### Gate-type map, run 1

Bar = 50 µm.
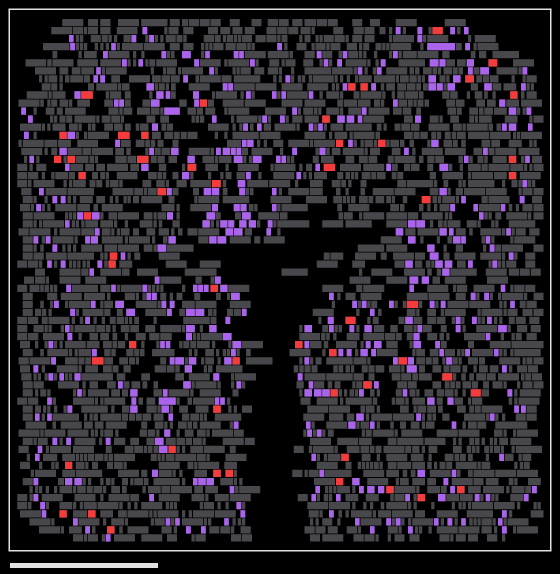
### Clock nets, run 1

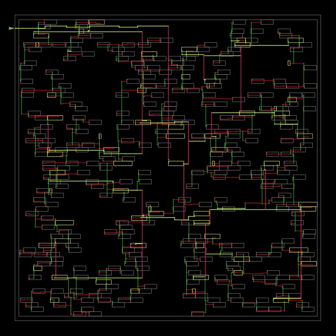
### Where the registers sit, run 1

Bar = 50 µm.
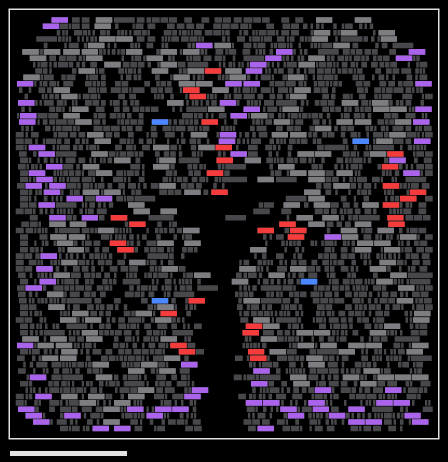
### Wiring by layer, run 1

Two of the layers only.
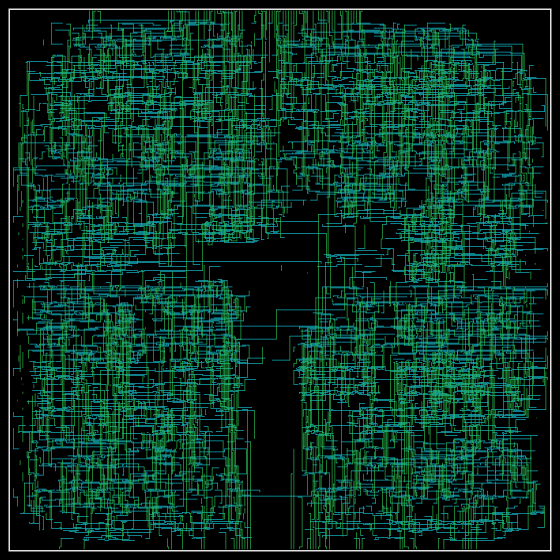
$ cat src/rtl/tone_channel_bank.sv
// Bank of independent triggerable square-wave voices with programmable period,
// duty and note length, plus a registered count of voices currently high.
module tone_channel_bank #(
    parameter int PERIOD_WIDTH = 20,
    parameter int LENGTH_WIDTH = 8,
    parameter int CHANNELS     = 4,
    parameter int MIX_WIDTH    = $clog2(CHANNELS + 1)
) (
    input  logic                             clk,
    input  logic                             rst,
    input  logic [CHANNELS-1:0]              trig,
    input  logic [CHANNELS-1:0]              stop,
    input  logic [CHANNELS*PERIOD_WIDTH-1:0] period,
    input  logic [CHANNELS*PERIOD_WIDTH-1:0] high_time,
    input  logic [CHANNELS*LENGTH_WIDTH-1:0] length,
    output logic [CHANNELS-1:0]              active,
    output logic [CHANNELS-1:0]              wave,
    output logic [MIX_WIDTH-1:0]             mix
);

    typedef enum logic {
        ST_IDLE = 1'b0,
        ST_PLAY = 1'b1
    } state_t;

    function automatic logic [MIX_WIDTH-1:0] popcount(input logic [CHANNELS-1:0] v);
        logic [MIX_WIDTH-1:0] c;
        c = MIX_WIDTH'(0);
        for (int i = 0; i < CHANNELS; i++) begin
            c = c + MIX_WIDTH'(v[i]);
        end
        return c;
    endfunction

    logic [MIX_WIDTH-1:0] mix_r;

    genvar g;
    generate
        for (g = 0; g < CHANNELS; g++) begin : g_ch
            state_t                  state_r,  state_nxt_s;
            logic [PERIOD_WIDTH-1:0] per_l_r,  per_l_nxt_s;
            logic [PERIOD_WIDTH-1:0] high_l_r, high_l_nxt_s;
            logic [PERIOD_WIDTH-1:0] cnt_r,    cnt_nxt_s;
            logic [LENGTH_WIDTH-1:0] len_l_r,  len_l_nxt_s;
            logic [LENGTH_WIDTH-1:0] rem_r,    rem_nxt_s;
            logic [PERIOD_WIDTH-1:0] period_s;
            logic [PERIOD_WIDTH-1:0] high_time_s;
            logic [LENGTH_WIDTH-1:0] length_s;
            logic                    wrap_s;

            assign period_s    = period[g*PERIOD_WIDTH +: PERIOD_WIDTH];
            assign high_time_s = high_time[g*PERIOD_WIDTH +: PERIOD_WIDTH];
            assign length_s    = length[g*LENGTH_WIDTH +: LENGTH_WIDTH];
            assign wrap_s      = (cnt_r == (per_l_r - PERIOD_WIDTH'(1)));

            // Next-state: stop beats trig beats free running; a period below 2 aborts the note.
            always_comb begin
                state_nxt_s  = state_r;
                per_l_nxt_s  = per_l_r;
                high_l_nxt_s = high_l_r;
                len_l_nxt_s  = len_l_r;
                cnt_nxt_s    = cnt_r;
                rem_nxt_s    = rem_r;
                if (stop[g]) begin
                    state_nxt_s = ST_IDLE;
                    cnt_nxt_s   = PERIOD_WIDTH'(0);
                end else if (trig[g]) begin
                    if (period_s < PERIOD_WIDTH'(2)) begin
                        state_nxt_s = ST_IDLE;
                        cnt_nxt_s   = PERIOD_WIDTH'(0);
                    end else begin
                        state_nxt_s  = ST_PLAY;
                        per_l_nxt_s  = period_s;
                        high_l_nxt_s = high_time_s;
                        len_l_nxt_s  = length_s;
                        rem_nxt_s    = length_s;
                        cnt_nxt_s    = PERIOD_WIDTH'(0);
                    end
                end else begin
                    case (state_r)
                        ST_PLAY: begin
                            if (wrap_s) begin
                                cnt_nxt_s = PERIOD_WIDTH'(0);
                                if (len_l_r == LENGTH_WIDTH'(0)) begin
                                    state_nxt_s = ST_PLAY;
                                end else if (rem_r == LENGTH_WIDTH'(1)) begin
                                    state_nxt_s = ST_IDLE;
                                end else begin
                                    rem_nxt_s = rem_r - LENGTH_WIDTH'(1);
                                end
                            end else begin
                                cnt_nxt_s = cnt_r + PERIOD_WIDTH'(1);
                            end
                        end
                        ST_IDLE: begin
                            state_nxt_s = ST_IDLE;
                        end
                        default: begin
                            state_nxt_s = ST_IDLE;
                            cnt_nxt_s   = PERIOD_WIDTH'(0);
                        end
                    endcase
                end
            end

            // Channel state and counter registers.
            always_ff @(posedge clk) begin
                if (rst) begin
                    state_r  <= ST_IDLE;
                    per_l_r  <= PERIOD_WIDTH'(0);
                    high_l_r <= PERIOD_WIDTH'(0);
                    len_l_r  <= LENGTH_WIDTH'(0);
                    cnt_r    <= PERIOD_WIDTH'(0);
                    rem_r    <= LENGTH_WIDTH'(0);
                end else begin
                    state_r  <= state_nxt_s;
                    per_l_r  <= per_l_nxt_s;
                    high_l_r <= high_l_nxt_s;
                    len_l_r  <= len_l_nxt_s;
                    cnt_r    <= cnt_nxt_s;
                    rem_r    <= rem_nxt_s;
                end
            end

            assign active[g] = (state_r == ST_PLAY);
            assign wave[g]   = (state_r == ST_PLAY) && (cnt_r < high_l_r);
        end
    endgenerate

    // Mix level lags the waves by one clock.
    always_ff @(posedge clk) begin
        if (rst) begin
            mix_r <= MIX_WIDTH'(0);
        end else begin
            mix_r <= popcount(wave);
        end
    end

    assign mix = mix_r;

endmodule

$ cat config.mk
export PLATFORM = sky130hd
export DESIGN_NAME = tone_channel_bank
export DESIGN_NICKNAME = d
export VERILOG_FILES = /design/src/rtl/tone_channel_bank.sv
export SDC_FILE = /design/constraint.sdc
export NUM_CORES = 1
export LEC_CHECK = 0
export ABC_AREA = 0
export CORE_MARGIN = 2
export CORE_UTILIZATION = 55
export CTS_CLUSTER_SIZE = 25
export DETAILED_ROUTE_END_ITERATION = 12
export PLACE_DENSITY = 0.79
export SYNTH_ARGS = -nofsm -noshare
export SYNTH_HDL_FRONTEND = slang
export SYNTH_SLANG_ARGS = --single-unit
$ cat constraint.sdc
create_clock -name clk -period 8.8 [get_ports clk]
set_input_delay 1.32 -clock clk [delete_from_list [all_inputs] [get_ports clk]]
set_output_delay 1.32 -clock clk [all_outputs]
set_load 0.005 [all_outputs]
==> flow_summary.ini, run 1 <==
; generated from flow reports
[clocking]
cts_htree_levels = 2
cts_buffer_depth = 3
cts_hold_buf = 0
clkSlewWorstSetupHoldPaths_ns = 0.06
cts_root_buf = clkbuf_16
cts_setup_buffers = 0
cts_tree = yes
cts-resized-gates = 0

[die]
fp-row-count = 65
initCoreUtil_pct = 55.6
die_area_um2 = 33300
die_h_um = 182
die_x_um = 182

[final_timing]
setup_viol = 0
fmax_mhz = 204
drv_slew = 0
timing.final.crit_share_pct = 55.8
finClkSkew_ns = 0.0142
grt_setup_unrepaired = false
fin_crit_ns = 4.91
max_slew.worst_pin.slew_ns = 1.17
hold_slack_ns = 0.450
hold_violations = 0
setup_tns_ns = 0
fin_ws_ns = 3.89

[grt]
grt_overflow = 0
antenna_found_initial = 3
use_met3_pct = 4.53
grt_max_degree = 110
busiest_layer = met2
grtUsageMet2_pct = 46.7
grt_pass1_wl_um = 75300
grt_use_met1_pct = 34.4
grt_pass1_vias = 15800

[layout]
fin_nets = 2709
areaGrowthSynthToFinish_pct = 20.0
drive_gt1_share_pct = 4.10
most-common-layout-cells = nand2_1 (467), dfxtp_1 (311), a21oi_1 (230)

[drt]
vias_per_cell = 5.85
drcViolationCount = 0
wl_met1_um = 19800
dr.pass1.iters = 6

[synth]
syn-mean-instance-area_um2 = 7.70
edf_count = 0
synth_cells = 2274
synth.distinct_cells = 78
syn-cell-area_um2 = 17500
yosysMostFrequentCell = nand2_1
synthFlopType = dfxtp_1
yosys.stat.seqShare_pct = 35.6
yosys_area_um2 = 17500
area_leaders = dfxtp_1 (36%), nand2_1 (10%), ha_1 (6.7%)
top_cell_area_share_pct = 35.6
synth_flops = 311

[setup_path]
slowest_stage = clkdlybuf4s50_1
worstReg2RegStart = g_ch[1].per_l_r[0]
critPathLaunchType = register
crit_type = register to primary output
path_cells = ha_1, a21o_1, a21o_1, a211oi_1, o21bai_1, a31oi_1, o31ai_1, a31oi_1, clkdlybuf4s50_1
reg2regPathDepth = 9
crit_end = wave[1]
worstSetupPathDepth = 9
cp-end-kind = primary output
cp.required_ns = 7.48
slowest_delay_ns = 0.65
crit_fanout = 5
r2r-end = g_ch[1].rem_r[1]
critPathTopFamily = AND-OR/OR-AND gates
crit_buf_inv = 1

[worst_hold_path]
hold_end = g_ch[1].len_l_r[6]
hp-start = g_ch[1].len_l_r[6]
hold_depth = 2
hp-class = register to register

[power_and_ir_drop]
power_mw = 3.63
comb-power_mw = 0.528
leakagePower_nw = 7.77
intPower_mw = 2.71
switching_share_pct = 25.3
p_comb_share_pct = 14.6
pwr-share-seq_pct = 41.8
clkPwrFrac_pct = 43.7

[place]
dp_hpwl_um = 33300
gp_congestion = 0.891
preCtsSetupSlack_ns = 4.15
dp_cells = 2775
portBuffers = 212
place_area_um2 = 19700

[outcome]
status = finished clean

[flow_run]
max_cap_viol_count = 0
tool_warnings = 33
About 'Gate-type map':
family	colour	cells	where
AND-OR and OR-AND gates	red	54	spread over the die
inverting AOI/OAI gates	purple	394	spread over the die
Commonest Layout Cell: nand2_1
non-filler instance count after layout: 2,840
logic share of the area: 49.5%

About 'Clock nets':
total CTS buffers: 36
Clock net power: 1.58 mW
Latency at later pin: 0.51 ns
TritonCTS Sinks: 311
# clk buffers: 54

About 'Where the registers sit':
name in the netlist	colour	sequential cells
g_ch.len_l_r	red	32
g_ch.high_l_r	purple	80
g_ch.state_r	blue	4
not coloured	195
Seq/total area: 29.6%
final cell utilization of the core: 66.7%
FF+latch area: 6230 µm²
sequential power: 1.51 mW

About 'Wiring by layer':
layer	colour	wire length
met2	green	21.7 mm
met1	cyan	19,800 µm
Vias: 16,600
Total Routing Usage GR: 27.0%
Total Routed Length: 45,900 µm
Wirelength per Cell: 16.2 µm

[run 1: cells by family after synthesis]
kind of cell / after synthesis / synth area share, %
and+or+nand+nor: 998 / 27.1
xor gates and xnor gates: 168 / 8.41
AOI/OAI and AO/OA: 448 / 15.8
muxes: 17 / 1.01
adders and majority gates: 95 / 6.83
buffers and inverters: 237 / 5.26
DFF: 311 / 35.6
[run 1: cell type report]
type / count / area [µm²] / area share (%)
Inverter: 118 / 443 / 2.11
Antenna cell: 1 / 2.50 / 0.0119
Timing Repair Buffer: 219 / 2180 / 10.4
Clock buffer: 54 / 1090 / 5.19
Tap cell: 402 / 503 / 2.39
Clock inverter: 9 / 173 / 0.822
Sequential cell: 311 / 6230 / 29.6
Multi-Input combinational cell: 1726 / 10400 / 49.5
## Run 2: what changed since run 1
- clock period: 8.8 -> 4.95 ns (I/O delays scaled with it)
==> run 2 against run 1 <==
Against the previous run:
- power grew 73%
- via count shrank 0.25%
- sequential share of layout area grew 0.062 points
- hold slack gained 0.0021 ns
- synthesized area is the same
- non-clock buffer count grew 5
- sequential power grew 78%
- combinational power grew about 80%
- setup slack lost 3.1 ns
- flip-flop count is the same
- largest cell class unchanged
- highest routed layer unchanged
==> flow_summary.ini, run 2 <==
; generated from flow reports
[flow_run]
max_cap_viol_count = 0
tool_warnings = 34

[final_timing]
fin_crit_ns = 4.17
setup_tns_ns = 0
setup_viol = 0
timing.final.crit_share_pct = 84.3
fin_ws_ns = 0.779
hold_violations = 0
grt_setup_unrepaired = false
fmax_mhz = 240

[power_and_ir_drop]
leakagePower_nw = 7.77

[drt]
drcViolationCount = 0
routed_wl_um = 46200
routedWlPerCell_um = 16.2
route.vias.total = 16600
wl_met1_um = 20300
dr.pass1.iters = 5

[layout]
bufAreaShareNonClock_pct = 10.6
diodes = 0
seq_cells = 311
inv_count = 118
logic_gates = 1726
clock_area_share_pct = 5.59
comb_area_share_pct = 49.6
most-common-layout-cells = nand2_1 (467), dfxtp_1 (311), a21oi_1 (230)
final_cells = 2844
logic_area_um2 = 10400
fin_nets = 2714
areaGrowthSynthToFinish_pct = 19.8
n_clock_buffer = 47
buffers_excl_clock = 224
mostFrequentLayoutCell = nand2_1
largestClassByArea = logic gates
drive_gt1_share_pct = 4.38
seq_area_um2 = 6230

[clocking]
cts_root_buf = clkbuf_16
cts_buffers = 36
cts_tree = yes
cts_hold_buf = 0
cts-resized-gates = 0
cts_htree_levels = 2
cts_setup_buffers = 0
clock_sinks = 311
clock_latency_ns = 0.50

[die]
tap_cells = 402
die_h_um = 182
die_area_um2 = 33300
fp-row-count = 65
die_x_um = 182

[synth]
synthFlopType = dfxtp_1
yosysMostFrequentCell = nand2_1
synth_cells = 2274
syn-mean-instance-area_um2 = 7.70
synth.distinct_cells = 78
edf_count = 0
top_cell_area_share_pct = 35.6
synth_flops = 311

[place]
preCtsSetupSlack_ns = 1.11
dp_hpwl_um = 33900
portBuffers = 212
place_area_um2 = 19800

[setup_path]
slowest_delay_ns = 0.63
path_cells = ha_1, a21o_1, a21o_1, a211oi_1, o21bai_1, a31oi_1, o211ai_1, a21oi_1, clkdlybuf4s50_1
slowest_stage = clkdlybuf4s50_1
crit_end = wave[3]
worstReg2RegStart = g_ch[1].per_l_r[0]
critPathLaunchType = register
cp.required_ns = 4.21
crit_fanout = 5

[grt]
grt_overflow = 0
grt_pass1_vias = 15600
grt_max_degree = 127
grt_use_met1_pct = 35.0
grt_usage_pct = 27.0
busiest_layer = met2
grtUsageMet2_pct = 46.6
antenna_found_initial = 3

[worst_hold_path]
hp-start = g_ch[2].high_l_r[11]
hp-class = register to register
hold_depth = 2
hold_end = g_ch[2].high_l_r[11]

[outcome]
status = finished clean
==> run 2: critical path: cells and delay by family, from the launching register on <==
kind / cells / cell delay (ns)
compound gates: 7 / 1.57
flops: 1 / 0.46
buf+inv: 1 / 0.63
fa+ha+maj: 1 / 0.28
==> run 2: kinds of logic after synthesis <==
group                    synth area share (%)
buffers and inverters                    5.26
multiplexers                             1.01
AND-OR/OR-AND                            15.8
flip-flops                               35.6
adder cells (fa/ha/maj)                  6.83
AND/OR/NAND/NOR                          27.1
XOR/XNOR                                 8.41
==> run 2: power by group <==
group | internal, mW | switching, mW
registers | 2.60 | 0.0919
clock network | 1.60 | 1.04
logic | 0.445 | 0.504
total | 4.64 | 1.63
### Where the registers sit, run 2

Bar = 50 µm.
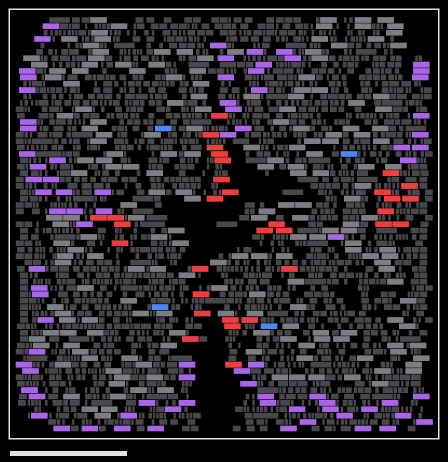
name in the netlist	colour	sequential cells
g_ch.high_l_r	purple	80
g_ch.state_r	blue	4
g_ch.len_l_r	red	32
not coloured	195
final cell utilization of the core: 66.6%
Seq/total area: 29.7%
sequential power: 2.69 mW

## Run 3: what changed since run 2
- clock period: 4.95 -> 4 ns (I/O delays scaled with it)
==> run 3 against run 2 <==
Against the previous run:
- flip-flop count unchanged
- power up 24%
- clock power up 24%
- global-route usage up 0.70 points
- count of clock-buffer cells in the layout up 10
- synthesized area unchanged
- sequential share of layout area down 0.26 points
- critical path depth up 2
- via count up 1.0%
- critical path type unchanged
==> flow_summary.ini, run 3 <==
; generated from flow reports
[synth]
ys_sh_aoi_pct = 15.8
top_cell_area_share_pct = 35.6
adder_share_pct = 6.83
mux_share_pct = 1.01
syn-mean-instance-area_um2 = 7.70
yosysMostFrequentCell = nand2_1
synthSimpleGateAreaFrac_pct = 27.1
ys_sh_xor_pct = 8.41
synthFlopType = dfxtp_1
synth.distinct_cells = 78
synth_flops = 311
top_logic_kind = simple AND/OR/NAND/NOR gates

[power_and_ir_drop]
powerSeq_mw = 3.33
p_comb_share_pct = 15.3
leakagePower_nw = 7.87
clkPwrFrac_pct = 42.0
switching_share_pct = 25.8
netSwitchingPower_mw = 2.01
comb-power_mw = 1.19
power_leader = registers
intPower_mw = 5.78
pwr-share-seq_pct = 42.7

[clocking]
clock_sinks = 311
cts-resized-gates = 2
cts_setup_buffers = 0
clock_latency_ns = 0.51
cts_root_buf = clkbuf_16
cts_hold_buf = 0
cts_htree_levels = 2

[final_timing]
timing.final.crit_share_pct = 96.5
setup_tns_ns = 0
hold_slack_ns = 0.453
relSlewSlack_pct = 36.4
grt_setup_unrepaired = false
fin_crit_ns = 3.86
setup_viol = 0
fin_ws_ns = 0.139
fmax_mhz = 259

[setup_path]
critPathLaunchType = register
slowest_stage = clkdlybuf4s50_1
crit_buf_inv = 3
worstSetupPathDepth = 11
path_cells = inv_1, ha_1, a21o_1, a21o_1, a211oi_1, o21bai_1, a31oi_1, o31ai_1, a31oi_1, buf_4, clkdlybuf4s50_1
worstReg2RegStart = g_ch[1].per_l_r[0]
slowest_delay_ns = 0.51
crit_fanout = 2
crit_end = wave[2]

[place]
place_area_um2 = 19900
dp_hpwl_um = 34400
preCtsSetupSlack_ns = 0.0614

[outcome]
status = finished clean

[layout]
fin_nets = 2732
final_cells = 2861
mostFrequentLayoutCell = nand2_1
areaGrowthSynthToFinish_pct = 20.8
most-common-layout-cells = nand2_1 (467), dfxtp_1 (310), a21oi_1 (229)
fin_util_pct = 67.2
drive_gt1_share_pct = 5.21

[drt]
routedWlPerCell_um = 16.4
route.vias.total = 16800
first_iter_violations = 1082
routed_wl_um = 47000
dr.pass1.iters = 5

[die]
die_area_um2 = 33300
fp-row-count = 65
die_x_um = 182
die_h_um = 182

[grt]
grt_max_degree = 116
grt_usage_pct = 27.7
antenna_found_initial = 1
grt_overflow = 0

[worst_hold_path]
hp-class = register to register
hold_end = g_ch[1].len_l_r[6]
hold_depth = 2
hp-start = g_ch[1].len_l_r[6]

[flow_run]
tool_warnings = 33
max_cap_viol_count = 0
run 3: cell families after synthesis:
| group | Yosys count |
|---|---|
| compound gates | 448 |
| xor+xnor | 168 |
| fa+ha+maj | 95 |
| buf+inv | 237 |
| flops | 311 |
| mux | 17 |
| simple gates | 998 |
run 3: per-layer routing:
layer | wire length, µm | GRT usage (%)
met1 | 20400 | 35.5
met2 | 22300 | 48.5
met3 | 3130 | 4.17
met4 | 1140 | 8.06
met5 | 0 | 0
run 3: cell type report:
cell class                      count  area (µm²)
Antenna cell                        1        2.50
Clock buffer                       57        1140
Clock inverter                      3        43.8
Fill cell                        2600       10300
Inverter                          118         443
Multi-Input combinational cell   1726       10400
Sequential cell                   311        6230
Tap cell                          402         503
Timing Repair Buffer              243        2370
### Clock nets, run 3

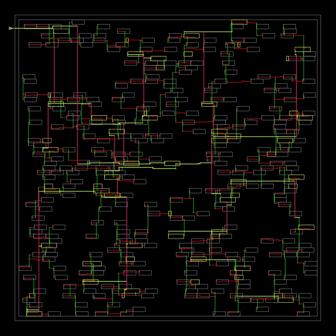
Clock net power: 3.27 mW
flip-flops: 311
total CTS buffers: 35

Power is estimated from default activity; no workload was simulated.
